run_1/wire_density.png
The die is cut into 19 by 19 equal tiles; dark blue is low, red is high, scaled to the fullest tile. Values are wire area over tile area, all layers added.
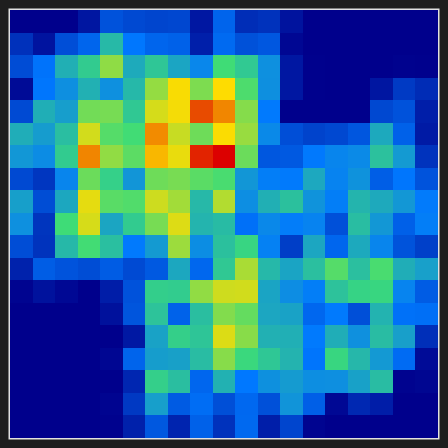
run_1/final_placement.png
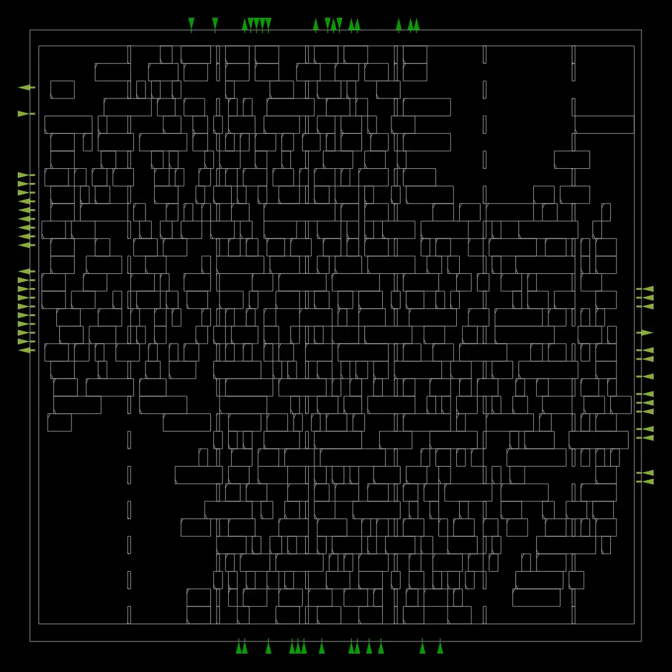
run_1/drive_strength.png
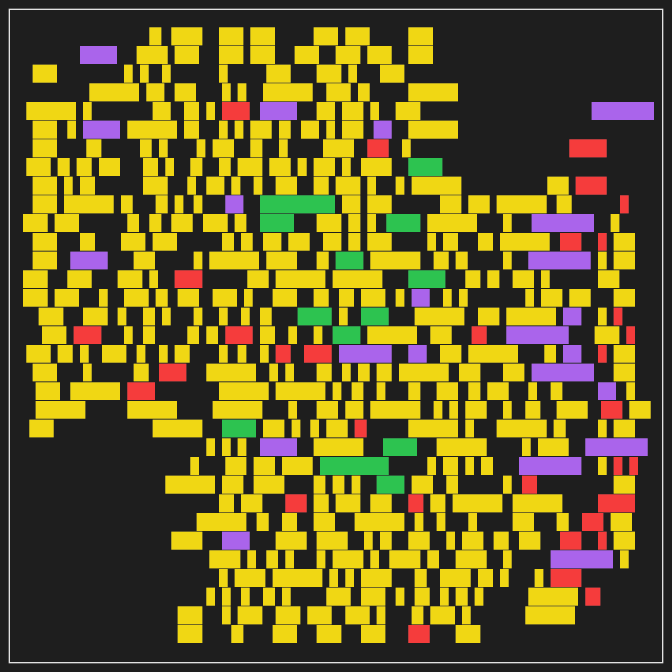
run_1/clock_map.png
Bar = 20 microns.
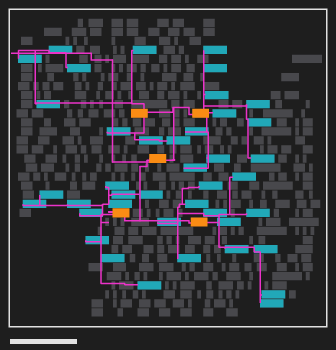
### config.mk
export PLATFORM = sky130hd
export DESIGN_NAME = bcd_scroll_banner_flat
export DESIGN_NICKNAME = d
export VERILOG_FILES = /design/src/rtl/bcd_scroll_banner_pkg.sv /design/src/rtl/bcd_scroll_banner_if.sv /design/src/rtl/bcd_scroll_banner_prescaler.sv /design/src/rtl/bcd_scroll_banner.sv /design/src/flat_wrapper.sv
export SDC_FILE = /design/constraint.sdc
export NUM_CORES = 1
export LEC_CHECK = 0
export CAP_MARGIN = 20
export CELL_PAD_IN_SITES_DETAIL_PLACEMENT = 1
export CELL_PAD_IN_SITES_GLOBAL_PLACEMENT = 1
export CORE_UTILIZATION = 34
export DETAILED_ROUTE_END_ITERATION = 8
export GPL_TIMING_DRIVEN = 0
export PLACE_DENSITY = 0.84
export RECOVER_POWER = 50
export SLEW_MARGIN = 10
export SYNTH_ARGS = -nofsm -noshare
export SYNTH_HDL_FRONTEND = slang
export SYNTH_SLANG_ARGS = --single-unit
### constraint.sdc
create_clock -name clk -period 3.22 [get_ports clk]
set_clock_uncertainty 0.05 [all_clocks]
set_input_delay 0.966 -clock clk [delete_from_list [all_inputs] [get_ports clk]]
set_output_delay 0.966 -clock clk [all_outputs]
set_load 0.1 [all_outputs]
### src/rtl/bcd_scroll_banner_pkg.sv
// rtl/bcd_scroll_banner_pkg.sv - shared digit constants, mode encoding and BCD helpers
// Ports: none (package).
package bcd_scroll_banner_pkg;

    localparam int         DIGIT_W   = 4;
    localparam logic [3:0] DIGIT_MAX = 4'd9;

    typedef enum logic {
        MODE_COUNT  = 1'b0,
        MODE_ROTATE = 1'b1
    } banner_mode_e;

    // Mod-10 increment; an out-of-range source digit restarts at 0.
    function automatic logic [3:0] bcd_inc(input logic [3:0] d);
        if (d >= DIGIT_MAX) begin
            return 4'd0;
        end
        return d + 4'd1;
    endfunction

    // Mod-10 decrement; 0 wraps to 9, an out-of-range source digit becomes 0.
    function automatic logic [3:0] bcd_dec(input logic [3:0] d);
        if (d > DIGIT_MAX) begin
            return 4'd0;
        end
        if (d == 4'd0) begin
            return DIGIT_MAX;
        end
        return d - 4'd1;
    endfunction

endpackage

### src/rtl/bcd_scroll_banner_if.sv
// rtl/bcd_scroll_banner_if.sv - load channel bundling load_valid and load_data
// Signals: load_valid (load strobe), load_data (digit k at [4k+3:4k]).
// master drives the load, slave (the banner) receives it.
interface bcd_scroll_banner_if #(
    parameter int NUM_DIGITS = 4
);
    logic                    load_valid;
    logic [4*NUM_DIGITS-1:0] load_data;

    modport master (
        output load_valid,
        output load_data
    );

    modport slave (
        input load_valid,
        input load_data
    );
endinterface

### src/rtl/bcd_scroll_banner_prescaler.sv
// rtl/bcd_scroll_banner_prescaler.sv - programmable tick prescaler for the banner
// Ports: clk, reset (sync, active-high), i_enable (run), i_clear (restart at 0),
//        i_div (terminal count), o_tick (combinational, qualified by i_enable).
module bcd_scroll_banner_prescaler #(
    parameter int DIV_WIDTH = 23
) (
    input  logic                 clk,
    input  logic                 reset,
    input  logic                 i_enable,
    input  logic                 i_clear,
    input  logic [DIV_WIDTH-1:0] i_div,
    output logic                 o_tick
);

    logic [DIV_WIDTH-1:0] r_timer;

    // Using >= rather than == lets a lowered terminal count take effect on the
    // very next enabled cycle instead of waiting for the counter to wrap.
    assign o_tick = i_enable && (r_timer >= i_div);

    always_ff @(posedge clk) begin
        if (reset) begin
            r_timer <= '0;
        end else if (i_clear) begin
            r_timer <= '0;
        end else if (i_enable) begin
            r_timer <= o_tick ? '0 : r_timer + DIV_WIDTH'(1);
        end
    end

endmodule

### src/rtl/bcd_scroll_banner.sv
// rtl/bcd_scroll_banner.sv - N-digit BCD scrolling banner (COUNT / ROTATE)
// Ports: clk, reset (sync, active-high), enable (prescaler run), dir (1 = left),
//        mode (0 = COUNT, 1 = ROTATE), step_i (single shift strobe), div_i (tick
//        period - 1), load_if (load_valid/load_data channel), digits_o (digit row),
//        shift_o (pulse when a shift updated the row), load_err_o (pulse after a
//        load that contained a non-BCD nibble).
module bcd_scroll_banner
    import bcd_scroll_banner_pkg::*;
#(
    parameter int NUM_DIGITS = 4,
    parameter int DIV_WIDTH  = 23
) (
    input  logic                          clk,
    input  logic                          reset,
    input  logic                          enable,
    input  logic                          dir,
    input  logic                          mode,
    input  logic                          step_i,
    input  logic [DIV_WIDTH-1:0]          div_i,
    bcd_scroll_banner_if.slave            load_if,
    output logic [DIGIT_W*NUM_DIGITS-1:0] digits_o,
    output logic                          shift_o,
    output logic                          load_err_o
);

    localparam int ROW_W = DIGIT_W * NUM_DIGITS;

    // Reset row counts down from the top digit: N=4 shows 0,1,2,3 on digits 3..0.
    function automatic logic [ROW_W-1:0] reset_row();
        logic [ROW_W-1:0] v;
        v = '0;
        for (int k = 0; k < NUM_DIGITS; k++) begin
            v[k*DIGIT_W +: DIGIT_W] = 4'((NUM_DIGITS - 1 - k) % 10);
        end
        return v;
    endfunction

    localparam logic [ROW_W-1:0] RESET_ROW = reset_row();

    logic [ROW_W-1:0]   r_digits;
    logic               r_shift;
    logic               r_load_err;

    logic               w_tick;
    logic               w_shift;
    logic               w_rotate;
    logic [DIGIT_W-1:0] w_top;
    logic [DIGIT_W-1:0] w_bot;
    logic [DIGIT_W-1:0] w_fill_left;
    logic [DIGIT_W-1:0] w_fill_right;
    logic [ROW_W-1:0]   w_shift_row;
    logic [ROW_W-1:0]   w_load_row;
    logic               w_load_bad;

    bcd_scroll_banner_prescaler #(
        .DIV_WIDTH (DIV_WIDTH)
    ) u_prescaler (
        .clk      (clk),
        .reset    (reset),
        .i_enable (enable),
        .i_clear  (load_if.load_valid),
        .i_div    (div_i),
        .o_tick   (w_tick)
    );

    // A step and a tick in the same cycle merge into one shift.
    assign w_shift  = w_tick | step_i;
    assign w_rotate = (mode == MODE_ROTATE);

    assign w_top = r_digits[ROW_W-1 -: DIGIT_W];
    assign w_bot = r_digits[DIGIT_W-1:0];

    // Digit entering at the vacated end: the wrapped-around digit in ROTATE,
    // the next/previous decimal value in COUNT.
    assign w_fill_left  = w_rotate ? w_top : bcd_inc(w_bot);
    assign w_fill_right = w_rotate ? w_bot : bcd_dec(w_top);

    assign w_shift_row = dir ? {r_digits[ROW_W-DIGIT_W-1:0], w_fill_left}
                             : {w_fill_right, r_digits[ROW_W-1:DIGIT_W]};

    // Non-BCD nibbles are loaded as 0 so COUNT mode never sees them.
    always_comb begin
        w_load_row = '0;
        w_load_bad = 1'b0;
        for (int k = 0; k < NUM_DIGITS; k++) begin
            if (load_if.load_data[k*DIGIT_W +: DIGIT_W] > DIGIT_MAX) begin
                w_load_bad = 1'b1;
            end else begin
                w_load_row[k*DIGIT_W +: DIGIT_W] = load_if.load_data[k*DIGIT_W +: DIGIT_W];
            end
        end
    end

    always_ff @(posedge clk) begin
        if (reset) begin
            r_digits   <= RESET_ROW;
            r_shift    <= 1'b0;
            r_load_err <= 1'b0;
        end else if (load_if.load_valid) begin
            r_digits   <= w_load_row;
            r_shift    <= 1'b0;
            r_load_err <= w_load_bad;
        end else if (w_shift) begin
            r_digits   <= w_shift_row;
            r_shift    <= 1'b1;
            r_load_err <= 1'b0;
        end else begin
            r_shift    <= 1'b0;
            r_load_err <= 1'b0;
        end
    end

    assign digits_o   = r_digits;
    assign shift_o    = r_shift;
    assign load_err_o = r_load_err;

endmodule

### src/flat_wrapper.sv
// flat-port wrapper written by rule: the top's interface ports become plain ports
module bcd_scroll_banner_flat import bcd_scroll_banner_pkg::*;
#(
    parameter int NUM_DIGITS = 4,
    parameter int DIV_WIDTH  = 23
)
  (clk, reset, enable, dir, mode, step_i, div_i, digits_o, shift_o, load_err_o, load_if_load_valid, load_if_load_data);
  bcd_scroll_banner_if #(.NUM_DIGITS(NUM_DIGITS)) load_if_i ();
  input  logic clk;
  input  logic reset;
  input  logic enable;
  input  logic dir;
  input  logic mode;
  input  logic step_i;
  input  logic [DIV_WIDTH-1:0] div_i;
  output logic [DIGIT_W*NUM_DIGITS-1:0] digits_o;
  output logic shift_o;
  output logic load_err_o;
  input wire logic [$bits(load_if_i.load_valid)-1:0] load_if_load_valid;
  input wire logic [$bits(load_if_i.load_data)-1:0] load_if_load_data;
  assign load_if_i.load_valid = load_if_load_valid;
  assign load_if_i.load_data = load_if_load_data;
  bcd_scroll_banner #(.NUM_DIGITS(NUM_DIGITS), .DIV_WIDTH(DIV_WIDTH)) u_core (.clk(clk), .reset(reset), .enable(enable), .dir(dir), .mode(mode), .step_i(step_i), .div_i(div_i), .load_if(load_if_i), .digits_o(digits_o), .shift_o(shift_o), .load_err_o(load_err_o));
endmodule
==> results.txt <==
run results: clock buffer depth=2, post-route cell area=~0.0041 sq mm, met3 usage=3.78%, status=finished clean, CTS buffer count=5, Cell Count, Final, Fillers Out=551, Worst Reg-to-Reg Cells=8, Fin. Hold Viols=0, Final GP Congestion=between 0.9 and 1, clock share of power=31.6%, hold endpoint=u_core.u_prescaler.r_timer[5], setup tns final=0 ps, cell area after synthesis=0.00294 sq mm, Startpoint Class=input pin, hold_ws=526 ps, Final nets=roughly 520, M1 GR Usage=24.3%, ClkCell Share=2.86%, share of synthesized cell area in and, or, nand and nor gates=between 20% and 30%, master of the slowest instance on the critical path=or4_1, Tmin final=3130 ps, reg2reg end=u_core.digits_o[13], drt pass-1 iters=5, Comb power frac=between 20 and 30%, Iter 0 DRT Violations=118, FP Core Util=35.4%, Top cell excl fill/tap=nor2_1, wire length on met3=approximately 390 microns, unrepaired setup endpoints after global routing=no, Req. time, crit path=3410 ps, Num Clock Sinks=41, Critical Path End=u_core.u_prescaler.r_timer[3], worst slack, placed=-777 ps, Top Metal Used=met4, Root Buffer=clkbuf_8
-- wire_density.png (at the start) --
tiles over half the peak: 16%
nearly empty tiles: 20%
fullest tile: 0.58

-- final_placement.png (at the start) --
Fillers: 976
Flop Count: 41
flop share of the area: 20.2%
Final Core Density: 49.0%

-- drive_strength.png (at the start) --
legend:
  red:
    size: drive 2
    cells: 32
    share: 7.2%
  purple:
    size: drive 3 to 4
    cells: 22
    share: 4.9%
  yellow:
    size: drive 1 or less
    cells: 379
    share: 85%
  green:
    size: drive 6 and up
    cells: 13
    share: 2.9%

-- clock_map.png (at the start) --
legend:
  cyan:
    item: flip-flops
    count: 41
  magenta:
    item: clock wires
    length: 597 microns
  orange:
    item: cells driving clock nets
    count: 5
routed clock nets: 6
flops lie: spread over the die

Power figures rest on the tool's default switching activity, not on a simulated workload.
